Figure 1. The clock network (run 1).
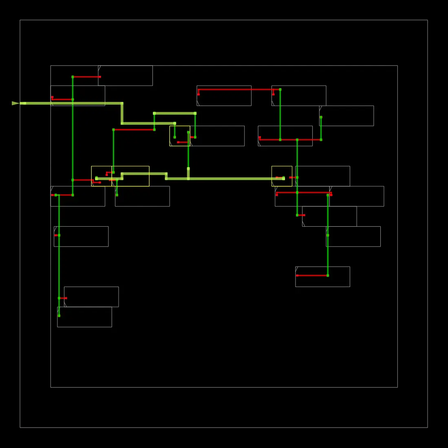
Figure 2. Metal 1 (run 1).
Supply wires on this layer in grey.
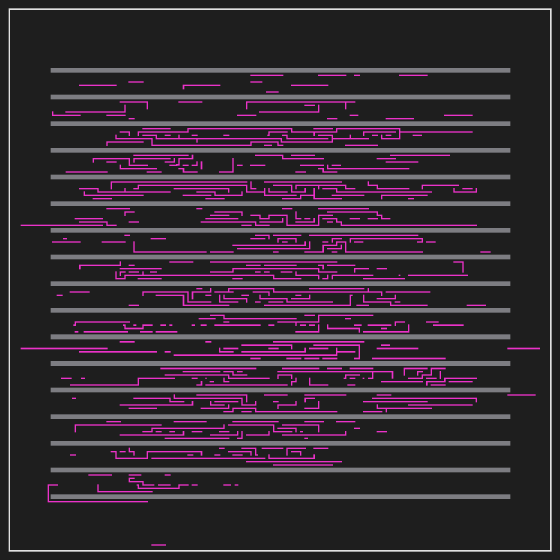
Figure 3. Sequential cells coloured by netlist name (run 1).
Other sequential cells in the stronger grey, the rest of the logic in the fainter grey.
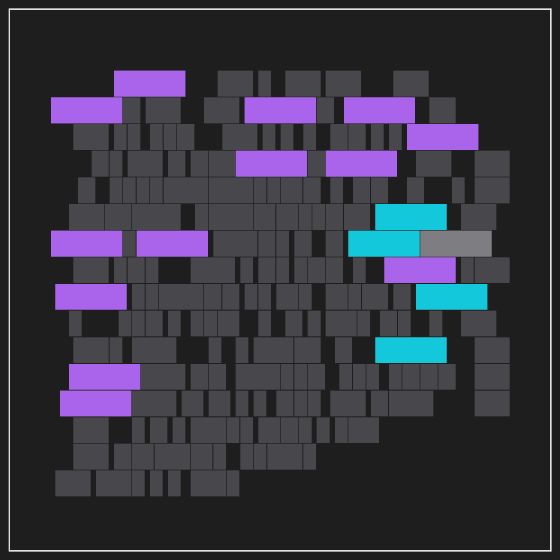
$ cat src/rtl/useq_pkg.sv
// Shared definitions for the microprogram sequencer: Caddr encodings,
// microword field positions, opcode constants, microprogram addresses
// and the control-store image.
package useq_pkg;

  // Microword geometry
  localparam int MW_W           = 15;
  localparam int MW_PCWR        = 14;
  localparam int MW_PCWRCOND    = 13;
  localparam int MW_IORD        = 12;
  localparam int MW_MEMRD       = 11;
  localparam int MW_TRANSIN_HI  = 10;
  localparam int MW_TRANSIN_LO  = 8;
  localparam int MW_ALUOP_HI    = 7;
  localparam int MW_ALUOP_LO    = 6;
  localparam int MW_ALUSRCB_HI  = 5;
  localparam int MW_ALUSRCB_LO  = 4;
  localparam int MW_ALUSRCA     = 3;
  localparam int MW_REGWR       = 2;
  localparam int MW_CADDR_HI    = 1;
  localparam int MW_CADDR_LO    = 0;

  typedef logic [MW_W-1:0] microword_t;

  // Next-address selector carried in the low two bits of every microword
  typedef enum logic [1:0] {
    CA_SEQ   = 2'b00,
    CA_DISP1 = 2'b01,
    CA_DISP2 = 2'b10,
    CA_FETCH = 2'b11
  } caddr_e;

  // Opcodes recognised by the dispatch tables (instruction bits [31:26])
  localparam logic [5:0] OP_R   = 6'b000000;
  localparam logic [5:0] OP_LW  = 6'b100011;
  localparam logic [5:0] OP_BEQ = 6'b000100;
  localparam logic [5:0] OP_J   = 6'b000010;

  // Fixed microprogram entry points
  localparam int unsigned ADDR_FETCH   = 0;
  localparam int unsigned ADDR_DECODE  = 1;
  localparam int unsigned ADDR_MEMADDR = 2;
  localparam int unsigned ADDR_LWREAD  = 3;
  localparam int unsigned ADDR_LWWB    = 4;
  localparam int unsigned ADDR_REXEC   = 5;
  localparam int unsigned ADDR_RWB     = 6;
  localparam int unsigned ADDR_BEQ     = 7;
  localparam int unsigned ADDR_JUMP    = 8;

  localparam int unsigned ROM_DEPTH    = 16;

  // Assemble a microword from its fields, most significant field first
  function automatic microword_t mw(input logic       pcWr,
                                    input logic       pcWrCond,
                                    input logic       iorD,
                                    input logic       memRd,
                                    input logic [2:0] transIn,
                                    input logic [1:0] aluOp,
                                    input logic [1:0] aluSrcB,
                                    input logic       aluSrcA,
                                    input logic       regWr,
                                    input caddr_e     caddr);
    return {pcWr, pcWrCond, iorD, memRd, transIn, aluOp, aluSrcB,
            aluSrcA, regWr, caddr};
  endfunction

  // Spare locations repeat the fetch word but return to fetch, so a stray
  // jump into unused space still lands on a sane instruction boundary.
  localparam microword_t MW_SPARE = mw(1'b1, 1'b0, 1'b0, 1'b1, 3'b001, 2'b00,
                                       2'b01, 1'b0, 1'b0, CA_FETCH);

  // Control store image, indexed by micro-address
  localparam microword_t ROM_IMAGE [ROM_DEPTH] = '{
    // 0 fetch: IR <= Mem[PC], PC <= PC+4
    mw(1'b1, 1'b0, 1'b0, 1'b1, 3'b001, 2'b00, 2'b01, 1'b0, 1'b0, CA_SEQ),
    // 1 decode: ALUOut <= PC + (sext(imm) << 2)
    mw(1'b0, 1'b0, 1'b0, 1'b0, 3'b000, 2'b00, 2'b11, 1'b0, 1'b0, CA_DISP1),
    // 2 mem-addr: ALUOut <= A + sext(imm)
    mw(1'b0, 1'b0, 1'b0, 1'b0, 3'b000, 2'b00, 2'b10, 1'b1, 1'b0, CA_DISP2),
    // 3 lw read: MDR <= Mem[ALUOut]
    mw(1'b0, 1'b0, 1'b1, 1'b1, 3'b000, 2'b00, 2'b00, 1'b0, 1'b0, CA_SEQ),
    // 4 lw writeback: Reg[rt] <= MDR
    mw(1'b0, 1'b0, 1'b0, 1'b0, 3'b010, 2'b00, 2'b00, 1'b0, 1'b1, CA_FETCH),
    // 5 R-exec: ALUOut <= A funct B
    mw(1'b0, 1'b0, 1'b0, 1'b0, 3'b000, 2'b10, 2'b00, 1'b1, 1'b0, CA_SEQ),
    // 6 R-writeback: Reg[rd] <= ALUOut
    mw(1'b0, 1'b0, 1'b0, 1'b0, 3'b011, 2'b00, 2'b00, 1'b0, 1'b1, CA_FETCH),
    // 7 beq: if (A == B) PC <= ALUOut
    mw(1'b0, 1'b1, 1'b0, 1'b0, 3'b100, 2'b01, 2'b00, 1'b1, 1'b0, CA_FETCH),
    // 8 jump: PC <= {PC[31:28], target, 2'b00}
    mw(1'b1, 1'b0, 1'b0, 1'b0, 3'b101, 2'b00, 2'b00, 1'b0, 1'b0, CA_FETCH),
    // 9..15 spare
    MW_SPARE, MW_SPARE, MW_SPARE, MW_SPARE, MW_SPARE, MW_SPARE, MW_SPARE
  };

  // Control-store read; addresses beyond the image behave like spare words
  function automatic microword_t romWord(input int unsigned addr);
    microword_t word;
    if (addr < ROM_DEPTH) word = ROM_IMAGE[addr[3:0]];
    else                  word = MW_SPARE;
    return word;
  endfunction

endpackage

$ cat src/rtl/useq_dispatch.sv
// Opcode dispatch lookup for the microprogram sequencer. Purely
// combinational: the current Caddr picks DISPATCH1 or DISPATCH2, and the
// miss flag marks an opcode the selected table does not map.
module useq_dispatch
  import useq_pkg::*;
#(
  parameter int UPC_W = 4,
  parameter int OP_W  = 6
) (
  input  logic [OP_W-1:0]  opcode,
  input  caddr_e           caddr,
  output logic [UPC_W-1:0] dispAddr,
  output logic             dispMiss
);

  // Table lookup; unmapped opcodes point at fetch and raise the miss flag
  always_comb begin
    dispAddr = UPC_W'(ADDR_FETCH);
    dispMiss = 1'b0;
    case (caddr)
      CA_DISP1: begin
        if (opcode == OP_W'(OP_R))        dispAddr = UPC_W'(ADDR_REXEC);
        else if (opcode == OP_W'(OP_LW))  dispAddr = UPC_W'(ADDR_MEMADDR);
        else if (opcode == OP_W'(OP_BEQ)) dispAddr = UPC_W'(ADDR_BEQ);
        else if (opcode == OP_W'(OP_J))   dispAddr = UPC_W'(ADDR_JUMP);
        else                              dispMiss = 1'b1;
      end
      CA_DISP2: begin
        if (opcode == OP_W'(OP_LW))       dispAddr = UPC_W'(ADDR_LWREAD);
        else                              dispMiss = 1'b1;
      end
      default: begin
        dispAddr = UPC_W'(ADDR_FETCH);
        dispMiss = 1'b0;
      end
    endcase
  end

endmodule

$ cat src/rtl/micro_sequencer.sv
// Microprogram sequencer: micro-PC, control store and next-address
// selection. Drives the registered microword for the field decoder.
// Optional feature macro: USEQ_ILLEGAL_TRAP_EN adds a sticky `illegal`
// output raised when a dispatch finds an unmapped opcode.
module micro_sequencer
  import useq_pkg::*;
#(
  parameter int UPC_W = 4,
  parameter int OP_W  = 6
) (
  input  logic             clk,
  input  logic             rst,
  input  logic [OP_W-1:0]  opcode,
  input  logic             stall,
  output logic [MW_W-1:0]  micro_ir,
  output logic [UPC_W-1:0] upc,
  output logic             instr_done
`ifdef USEQ_ILLEGAL_TRAP_EN
  ,
  output logic             illegal
`endif
);

  caddr_e           caddr;
  logic [UPC_W-1:0] dispAddr;
  logic             dispMiss;
  logic [UPC_W-1:0] nextUpc;

  assign caddr = caddr_e'(micro_ir[MW_CADDR_HI:MW_CADDR_LO]);

  useq_dispatch #(
    .UPC_W (UPC_W),
    .OP_W  (OP_W)
  ) uDispatch (
    .opcode   (opcode),
    .caddr    (caddr),
    .dispAddr (dispAddr),
    .dispMiss (dispMiss)
  );

  // Next micro-address from the current word's Caddr field
  always_comb begin
    nextUpc = UPC_W'(ADDR_FETCH);
    case (caddr)
      CA_SEQ:             nextUpc = upc + UPC_W'(1);
      CA_DISP1, CA_DISP2: nextUpc = dispMiss ? UPC_W'(ADDR_FETCH) : dispAddr;
      default:            nextUpc = UPC_W'(ADDR_FETCH);
    endcase
  end

  // ---- stage boundary: micro-PC / microword register ----
  // micro_ir is loaded from the same address as upc so it always mirrors
  // ROM[upc]; stall freezes both and suppresses the completion pulse.
  always_ff @(posedge clk) begin
    if (rst) begin
      upc        <= UPC_W'(ADDR_FETCH);
      micro_ir   <= romWord(ADDR_FETCH);
      instr_done <= 1'b0;
    end else if (stall) begin
      instr_done <= 1'b0;
    end else begin
      upc        <= nextUpc;
      micro_ir   <= romWord(32'(nextUpc));
      instr_done <= (caddr == CA_FETCH);
    end
  end

`ifdef USEQ_ILLEGAL_TRAP_EN
  // Sticky trap flag, set on the edge a missed dispatch returns to fetch
  always_ff @(posedge clk) begin
    if (rst) begin
      illegal <= 1'b0;
    end else if (!stall && dispMiss) begin
      illegal <= 1'b1;
    end
  end
`endif

endmodule

$ cat config.mk
export PLATFORM = sky130hd
export DESIGN_NAME = micro_sequencer
export DESIGN_NICKNAME = d
export VERILOG_FILES = /design/src/rtl/useq_pkg.sv /design/src/rtl/useq_dispatch.sv /design/src/rtl/micro_sequencer.sv
export SDC_FILE = /design/constraint.sdc
export NUM_CORES = 1
export LEC_CHECK = 0
export ABC_AREA = 1
export CORE_MARGIN = 4
export CORE_UTILIZATION = 52
export DETAILED_ROUTE_END_ITERATION = 8
export PLACE_DENSITY = 0.84
export RECOVER_POWER = 100
export SLEW_MARGIN = 20
export SYNTH_ARGS = -nofsm -noshare
export SYNTH_HDL_FRONTEND = slang
export SYNTH_SLANG_ARGS = --single-unit
$ cat constraint.sdc
create_clock -name clk -period 3 [get_ports clk]
set_input_delay 0.6 -clock clk [delete_from_list [all_inputs] [get_ports clk]]
set_output_delay 0.6 -clock clk [all_outputs]
set_load 0.01 [all_outputs]
==> ci_impl_report.md, run 1 <==
## Implementation flow summary

| Metric | Value |
|---|---|
| Outcome | `finished, final reports clean` |
| RSZ-0062 raised after global routing | `no` |
| Top Layout Cells | `39 x nand2_1, 22 x inv_1, 21 x dlygate4sd3_1` |
| Initial Util | `0.566` |
| Cell repeated most along the worst path | `nand2_1` |
| Clkbuf count | `4` |
| Mi-comb count | `120` |
| Top cell excl fill/tap | `nand2_1` |
| Endpoint of the worst-slack reg-to-reg timing path | `micro_ir[11]` |
| Crit path kind | `in2reg` |
| Crit path arrival time | `2870 ps` |
| Ant diodes | `0` |
| Final non-clock buffer share | `0.198` |
| Std-Cell Rows | `16` |
| Sw frac | `0.321` |
| Synth Area in Adders | `0.119` |
| Sink Count | `18` |
| Critical path depth | `17` |
| Clock buffer depth | `2` |
| Setup ws final | `354 ps` |
| All-layer global routing usage | `0.212` |
| Basic Gates by Area | `0.327` |
| Buf/Inv on CP | `3` |
| Die area | `0.00304 mm2` |
| FF+latch count | `18` |
| Dominant comb cell | `simple AND/OR/NAND/NOR gates` |
| Fill count | `182` |
| Crit Path Max Fanout | `5` |
| GP Congestion | `0.934` |
| Ys cells | `167` |
| Least-Margin Pin Slew | `477 ps` |
| Core area | `0.00204 mm2` |
| Detail Route met3 WL | `168 um` |
| Endpoint type of the worst setup path | `flop` |
| Top-area cell share | `0.312` |
| Gate Count Post-Synth | `167` |
| First-pass GRT wire length | `4680 um` |
| Die height | `55.1 um` |
| Fin crit share | `0.882` |
| Avg Cell Area, Syn | `6.92 um2` |
| Setup crit end | `micro_ir[11]` |
| Met1 wire length | `1290 um` |
| Slew Viols, Final | `0` |
| Cts hold-fix bufs | `0` |
| GRT overflow | `0` |
| Crit path from | `opcode[3]` |
| Post-cts gate resize count | `0` |
| Delay-heaviest family, CP | `simple AND/OR/NAND/NOR gates` |
| Global-route met3 utilization | `0.0670` |
| DP HPWL | `2220 um` |
| Crit-path max cell delay | `410 ps` |
| Fin crit period | `2650 ps` |
| Total length of routed met2 wires | `1260 um` |
| Setup WS pre-CTS | `165 ps` |
| Max-cap violations | `0` |
| OpenROAD warnings | `34` |
| Flop pwr share | `0.449` |
| Power per standard cell area | `402 mW/mm2` |
| H-Tree Depth | `1` |
| I/O pin cnt | `29` |
| Most instantiated cells after synthesis | `39 x nand2_1, 22 x inv_1, 18 x dfxtp_1` |
| Async SR Flop Fraction | `0` |
| Synth Area in Compound Gates | `0.141` |
| Syn_nets | `187` |
| Post-route DRC | `0` |
| Hold crit path type | `reg2reg` |
| Post-CTS Setup Repair Bufs | `0` |
| Switch Pwr | `190 uW` |
| Die x size | `55.1 um` |
## Picture notes: Figure 1
TritonCTS Buffers: 3
Clock Skew: 1.42 ps
clock-net power: 149 uW

## Picture notes: Figure 2
nets with wire on the layer: 187
share of all routed wire: 47%
via count: 1157
GR Util met1: 0.287
Post-Route WL: 2730 um

## Picture notes: Figure 3
| netlist name | colour | sequential cells |
|---|---|---|
| upc | cyan | 4 |
| micro_ir | purple | 13 |
fraction of area in registers: 0.244
Power Sequential: 266 uW
area of all sequential standard cells: 360 um2

run 1: power by group through the flow:
| stage | clock [uW] | sequential (uW) | combinational, uW |
|---|---|---|---|
| after floorplan | 0 | 278 | 106 |
| after global placement | 0 | 271 | 183 |
| after detailed placement | 0 | 272 | 189 |
| after CTS | 151 | 267 | 190 |
| after global routing | 161 | 268 | 199 |
| final | 149 | 266 | 178 |
run 1: flip-flops by register name (all words and copies together) (netlist names):
register and count:
instr_done 1, upc 4, micro_ir 13
run 1: metrics by stage:
step / std cells / instance area, um2 / power [uW]
global route: 223 / 1470 / 628
floorplan: 167 / 1150 / 384
global placement: 219 / 1460 / 454
finish: 223 / 1470 / 592
CTS: 223 / 1490 / 608
detailed placement: 219 / 1460 / 461
==> inputs of run 2 (changes only) <==
--- a/config.mk
+++ b/config.mk
@@ -7,4 +7,5 @@
 export LEC_CHECK = 0
 export ABC_AREA = 1
+export CAP_MARGIN = 10
 export CORE_MARGIN = 4
 export CORE_UTILIZATION = 52
@@ -12,4 +13,5 @@
 export PLACE_DENSITY = 0.84
 export RECOVER_POWER = 100
+export SKIP_CTS_REPAIR_TIMING = 1
 export SLEW_MARGIN = 20
 export SYNTH_ARGS = -nofsm -noshare
==> constraint.sdc (replaced) <==
create_clock -name clk -period 3 [get_ports clk]
set_input_delay 0.3 -clock clk [delete_from_list [all_inputs] [get_ports clk]]
set_output_delay 0.3 -clock clk [all_outputs]
set_load 0.01 [all_outputs]
Figure 4. Supply network (run 2).
Pins as bars on the die edge.
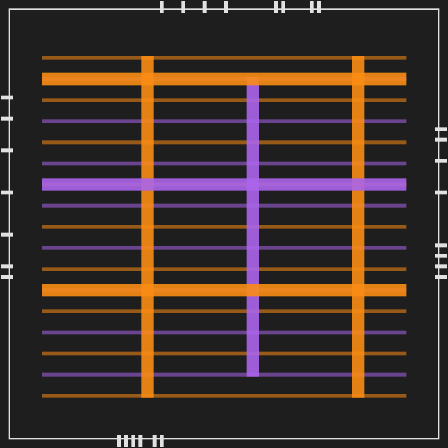
| net | colour |
|---|---|
| VDD | purple |
| VSS | orange |
rows: 16
met4 straps: 3
met1 rails: 17
signal pins: 29
met5 straps: 3
core area: 0.00204 mm2
die height: 55.1 um
VDD IR max: 0.379 mV
die x size: 55.1 um

Figure 5. Sequential cells coloured by netlist name (run 2).
Other sequential cells in the stronger grey, the rest of the logic in the fainter grey.
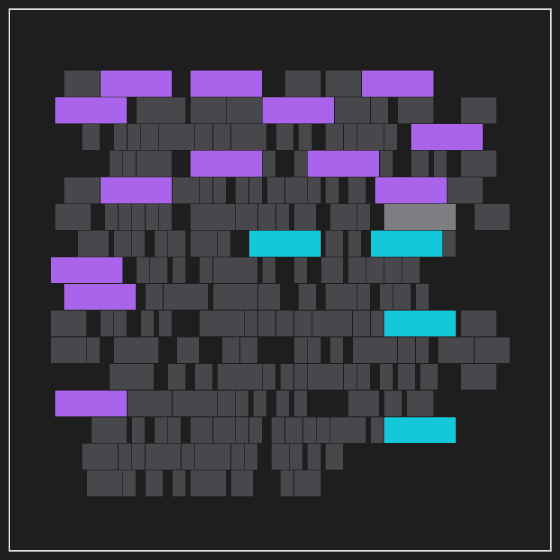
| netlist name | colour | sequential cells |
|---|---|---|
| upc | cyan | 4 |
| micro_ir | purple | 13 |
not coloured: 1
Final Core Density: 0.719
fraction of area in registers: 0.245

Figure 6. The clock network (run 2).
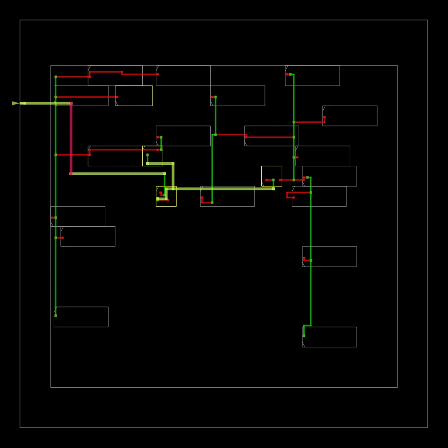
Clock Skew: 6.41 ps
FF+latch count: 18

==> ci_impl_report.md, run 2 <==
## Implementation flow summary

| Metric | Value |
|---|---|
| Outcome | `finished, final reports clean (unchanged)` |
| Post-route DRC | `0 (unchanged)` |
| H-Tree Depth | `1 (unchanged)` |
| Ys flops | `18 (unchanged)` |
| Via count | `1158 (was 1157)` |
| Dominant comb cell | `simple AND/OR/NAND/NOR gates (unchanged)` |
| Endpoint type of the worst setup path | `flop (unchanged)` |
| Synth Area in Compound Gates | `0.141 (unchanged)` |
| Slew Viols, Final | `0 (unchanged)` |
| GRT overflow | `0 (unchanged)` |
| Max-cap violations | `0 (unchanged)` |
| RSZ-0062 raised after global routing | `no (unchanged)` |
| I/O pin cnt | `29 (unchanged)` |
| Sw frac | `0.320 (was 0.321)` |
| Final cell count without fillers | `222 (was 223)` |
| Crit path kind | `in2reg (unchanged)` |
| Ant diodes | `0 (unchanged)` |
| Synth Area in Adders | `0.119 (unchanged)` |
| Crit Path Max Fanout | `5 (unchanged)` |
| Crit path from | `opcode[0] (was opcode[3])` |
| OpenROAD warnings | `34 (unchanged)` |
| All-layer global routing usage | `0.211 (was 0.212)` |
| Count of input and output buffers | `28 (unchanged)` |
| P_comb | `178 uW (about the same)` |
| TritonCTS Buffers | `3 (unchanged)` |
| Sink Count | `18 (unchanged)` |
| Gate Count Post-Synth | `167 (unchanged)` |
| Most instantiated cells after synthesis | `39 x nand2_1, 22 x inv_1, 18 x dfxtp_1 (unchanged)` |
| Placed cell area | `0.00145 mm2 (was 0.00146 mm2)` |
| Top Consumer | `registers (unchanged)` |
| Power per standard cell area | `403 mW/mm2 (was 402 mW/mm2)` |
| Power Sequential | `266 uW (about the same)` |
| Setup WS pre-CTS | `418 ps (was 165 ps)` |
| Regs by FF count | `micro_ir (13), upc (4), instr_done (1) (unchanged)` |
| Top cell excl fill/tap | `nand2_1 (unchanged)` |
| Reg with most FFs | `micro_ir (unchanged)` |
| Post-Route WL | `2740 um (was 2730 um)` |
| Ys cells | `167 (unchanged)` |
| Async SR Flop Fraction | `0 (unchanged)` |
| Syn_nets | `187 (unchanged)` |
| Max FFs per register | `13 (unchanged)` |
| Tot Pwr | `591 uW (was 592 uW)` |
| Endpoint of the worst-slack reg-to-reg timing path | `micro_ir[1] (was micro_ir[11])` |
| DP HPWL | `2230 um (was 2220 um)` |
| Flop pwr share | `0.449 (about the same)` |
| Design Area, Final | `0.00147 mm2 (about the same)` |
| Hold crit path type | `reg2reg (unchanged)` |
| GP Congestion | `0.959 (was 0.934)` |
| Setup crit end | `micro_ir[1] (was micro_ir[11])` |
| Basic Gates by Area | `0.327 (unchanged)` |
| Std-Cell Rows | `16 (unchanged)` |
| Dominant Register Cell | `dfxtp_1 (unchanged)` |
| Setup ws final | `475 ps (was 354 ps)` |
| Least-Margin Pin Slew | `494 ps (was 477 ps)` |
| First-pass GRT wire length | `4780 um (was 4680 um)` |
| Avg Cell Area, Syn | `6.92 um2 (unchanged)` |
| Initial Util | `0.566 (unchanged)` |
| Switch Pwr | `189 uW (was 190 uW)` |
| Clock buffer depth | `2 (unchanged)` |
==> run 2: layout make-up <==
class	count	area, um2
multi-input cells	120	661
fillers	177	573
flip-flops and latches	18	360
repair buffers	29	288
inverters	24	90.1
clock buffers	4	36.3
well taps	27	33.8
==> run 2: critical path, cell delays in order <==
cell and delay (ps):
dlygate4sd3_1 580, nor2_1 220, nand3_1 110, nand2_1 90, inv_1 70, nand2_1 80
nand2_1 50, nand2_1 70, nand2_1 50, a21oi_1 310, inv_1 180, ha_1 210
or2_0 230, nand3_1 100, nand2_1 60, inv_1 50
==> run 2: routing by layer <==
layer / global-route usage / wire length [um] / vias up
li1: - / - / 586
met1: 0.268 / 1170 / 514
met2: 0.354 / 1310 / 54
met3: 0.0483 / 237 / 4
met4: 0.0648 / 25 / 0
met5: 0 / 0 / -
==> inputs of run 3 (changes only) <==
Settings changed: CORE_UTILIZATION 52 to 48, PLACE_DENSITY 0.84 to 0.78.
Clock period 3 ns to 2.6 ns, I/O delays scaled along.
Figure 7. Metal 1 (run 3).
Supply wires on this layer in grey.
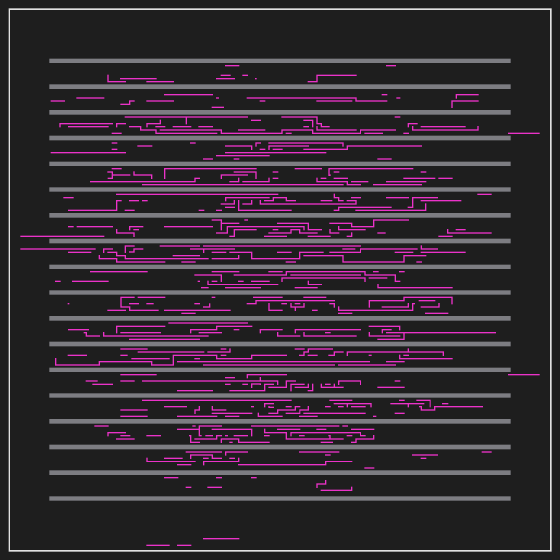
longest straight run: 21.2 um
wire length on this layer: 1250 um
main direction: horizontal
share of all routed wire: 44%
GR Util met1: 0.245
Post-Route WL: 2830 um

Figure 8. Logic cells by family (run 3).
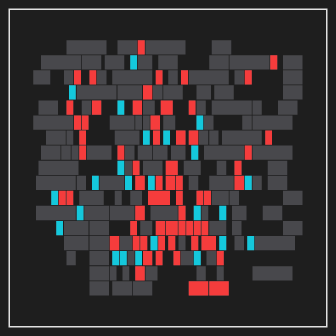
| family | colour | cells | most used |
|---|---|---|---|
| nand cells | red | 61 | nand2_1 |
| inv cells | cyan | 24 | inv_1 |
final cell count without fillers: 224
Comb area share: 0.449

Figure 9. Supply network (run 3).
Pins as bars on the die edge.
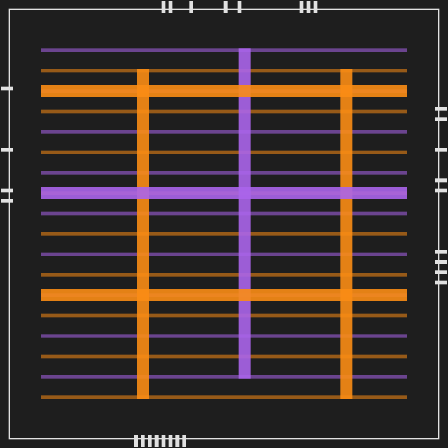
| net | colour |
|---|---|
| VDD | purple |
| VSS | orange |
rows: 17
met4 straps: 3
met1 rails: 18
signal pins: 29
die height: 57.1 um
core area: 0.00225 mm2
VDD IR max: 0.372 mV

==> ci_impl_report.md, run 3 <==
## Implementation flow summary

| Metric | Value |
|---|---|
| Outcome | `finished, final reports clean (unchanged)` |
| Fraction of area in registers | `0.243 (was 0.245)` |
| Std-Cell Rows | `17 (was 16)` |
| Setup ws final | `332 ps (was 475 ps)` |
| First-pass GRT wire length | `4950 um (was 4780 um)` |
| Non-CTS buffers | `30 (was 29)` |
| Reg with most FFs | `micro_ir (unchanged)` |
| Avg Cell Area, Syn | `6.92 um2 (unchanged)` |
| Sw frac | `0.327 (was 0.320)` |
| Hold crit path type | `reg2reg (unchanged)` |
| Clock-net power | `177 uW (was 148 uW)` |
| Ys cells | `167 (unchanged)` |
| RSZ-0062 raised after global routing | `no (unchanged)` |
| Dominant Register Cell | `dfxtp_1 (unchanged)` |
| Async SR Flop Fraction | `0 (unchanged)` |
| Crit-path max cell delay | `440 ps (was 580 ps)` |
| Top Consumer | `registers (unchanged)` |
| Clkbuf count | `4 (unchanged)` |
| DP HPWL | `2350 um (was 2230 um)` |
| Flop pwr share | `0.441 (was 0.449)` |
| Least-Margin Pin Slew | `524 ps (was 494 ps)` |
| Max FFs per register | `13 (unchanged)` |
| Post-route DRC | `0 (unchanged)` |
| Synth Area in Adders | `0.119 (unchanged)` |
| All-layer global routing usage | `0.189 (was 0.211)` |
| CP max stage cell | `clkdlybuf4s50_1 (was dlygate4sd3_1)` |
| YS chip area | `0.00115 mm2 (unchanged)` |
| Endpoint type of the worst setup path | `flop (unchanged)` |
| Fin crit period | `2270 ps` |
| Area of all sequential standard cells | `360 um2 (unchanged)` |
| Power per standard cell area | `469 mW/mm2 (was 403 mW/mm2)` |
| Synth Area in Compound Gates | `0.141 (unchanged)` |
| Initial Util | `0.512 (was 0.566)` |
| Slew Viols, Final | `0 (unchanged)` |
| Delay-heaviest family, CP | `simple AND/OR/NAND/NOR gates (unchanged)` |
| Tap Count | `28 (was 27)` |
| Clock network area share | `0.0245 (was 0.0247)` |
| Count of input and output buffers | `28 (unchanged)` |
| Die x size | `57.1 um (was 55.1 um)` |
| Dpl cells | `220 (was 218)` |
| Basic Gates by Area | `0.327 (unchanged)` |
| Power Sequential | `307 uW (was 266 uW)` |
| Crit path kind | `in2reg (unchanged)` |
| Critical path, cell by cell | `clkdlybuf4s50_1, nor2_1, nand3_1, nand2_1, inv_1, nand2_1, nand2_1, nand2_1, nand2_1, nand2_1, nand2_1, inv_1, ha_1, inv_1, nor2_1, nand3_1, nand3_1, nand2_1, inv_1 (was dlygate4sd3_1, nor2_1, nand3_1, nand2_1, inv_1, nand2_1, nand2_1, nand2_1, nand2_1, a21oi_1, inv_1, ha_1, or2_0, nand3_1, nand2_1, inv_1)` |
| P_comb | `212 uW (was 178 uW)` |
| Clock buffer depth | `2 (unchanged)` |
| Crit Path Max Fanout | `6 (was 5)` |
| Gate Count Post-Synth | `167 (unchanged)` |
| Top-area cell share | `0.312 (unchanged)` |
| TritonCTS Buffers | `3 (unchanged)` |
| I/O pin cnt | `29 (unchanged)` |
| Crit path arrival time | `2520 ps (was 2770 ps)` |
| Setup WS pre-CTS | `105 ps (was 418 ps)` |
| Most instantiated cells after synthesis | `39 x nand2_1, 22 x inv_1, 18 x dfxtp_1 (unchanged)` |
| Ant diodes | `0 (unchanged)` |
| Mux frac, synth | `0 (unchanged)` |
| Final non-clock buffer share | `0.199 (was 0.196)` |
| Ys flops | `18 (unchanged)` |
| Switch Pwr | `228 uW (was 189 uW)` |
| GRT overflow | `0 (unchanged)` |
| Syn_nets | `187 (unchanged)` |
| Dominant comb cell | `simple AND/OR/NAND/NOR gates (unchanged)` |
| OpenROAD warnings | `34 (unchanged)` |
| Cell repeated most along the worst path | `nand2_1 (unchanged)` |
| Die area | `0.00325 mm2 (was 0.00304 mm2)` |
| GP Congestion | `0.902 (was 0.959)` |
| Combinational share of power | `0.305 (was 0.300)` |
| Gate Area | `667 um2 (was 661 um2)` |
| Via count | `1157 (was 1158)` |
| Mi-comb count | `120 (unchanged)` |
| Max-cap violations | `0 (unchanged)` |
| Largest class | `multi-input combinational cells (unchanged)` |
| FF+latch count | `18 (unchanged)` |
## run 3: per-stage QoR
stage	utilization	cell area [um2]	total power, uW
6_report	0.658	1480	695
5_1_grt	0.658	1480	737
4_1_cts	0.663	1500	710
3_5_place_dp	0.647	1460	534
3_3_place_gp	0.647	1460	526
2_1_floorplan	-	1150	443
## run 3: per-layer routing
layer	track usage	vias up	part of all wire
li1	-	585	-
met1	0.245	535	0.44
met2	0.325	33	0.50
met3	0.0339	4	0.049
met4	0.0430	0	0.011
met5	0	-	0
## run 3: path summary, 6_finish.rpt
path / cells past startpoint / from / to / slack [ps]
setup / recovery: 19 / opcode[4] / micro_ir[10] / 330
setup reg to reg: 17 / micro_ir[0] / micro_ir[10] / 340
hold / removal: 2 / micro_ir[5] / micro_ir[5] / 460
hold reg to reg: 2 / micro_ir[5] / micro_ir[5] / 460
No activity file was given, so power comes from the tool's default toggle rates.
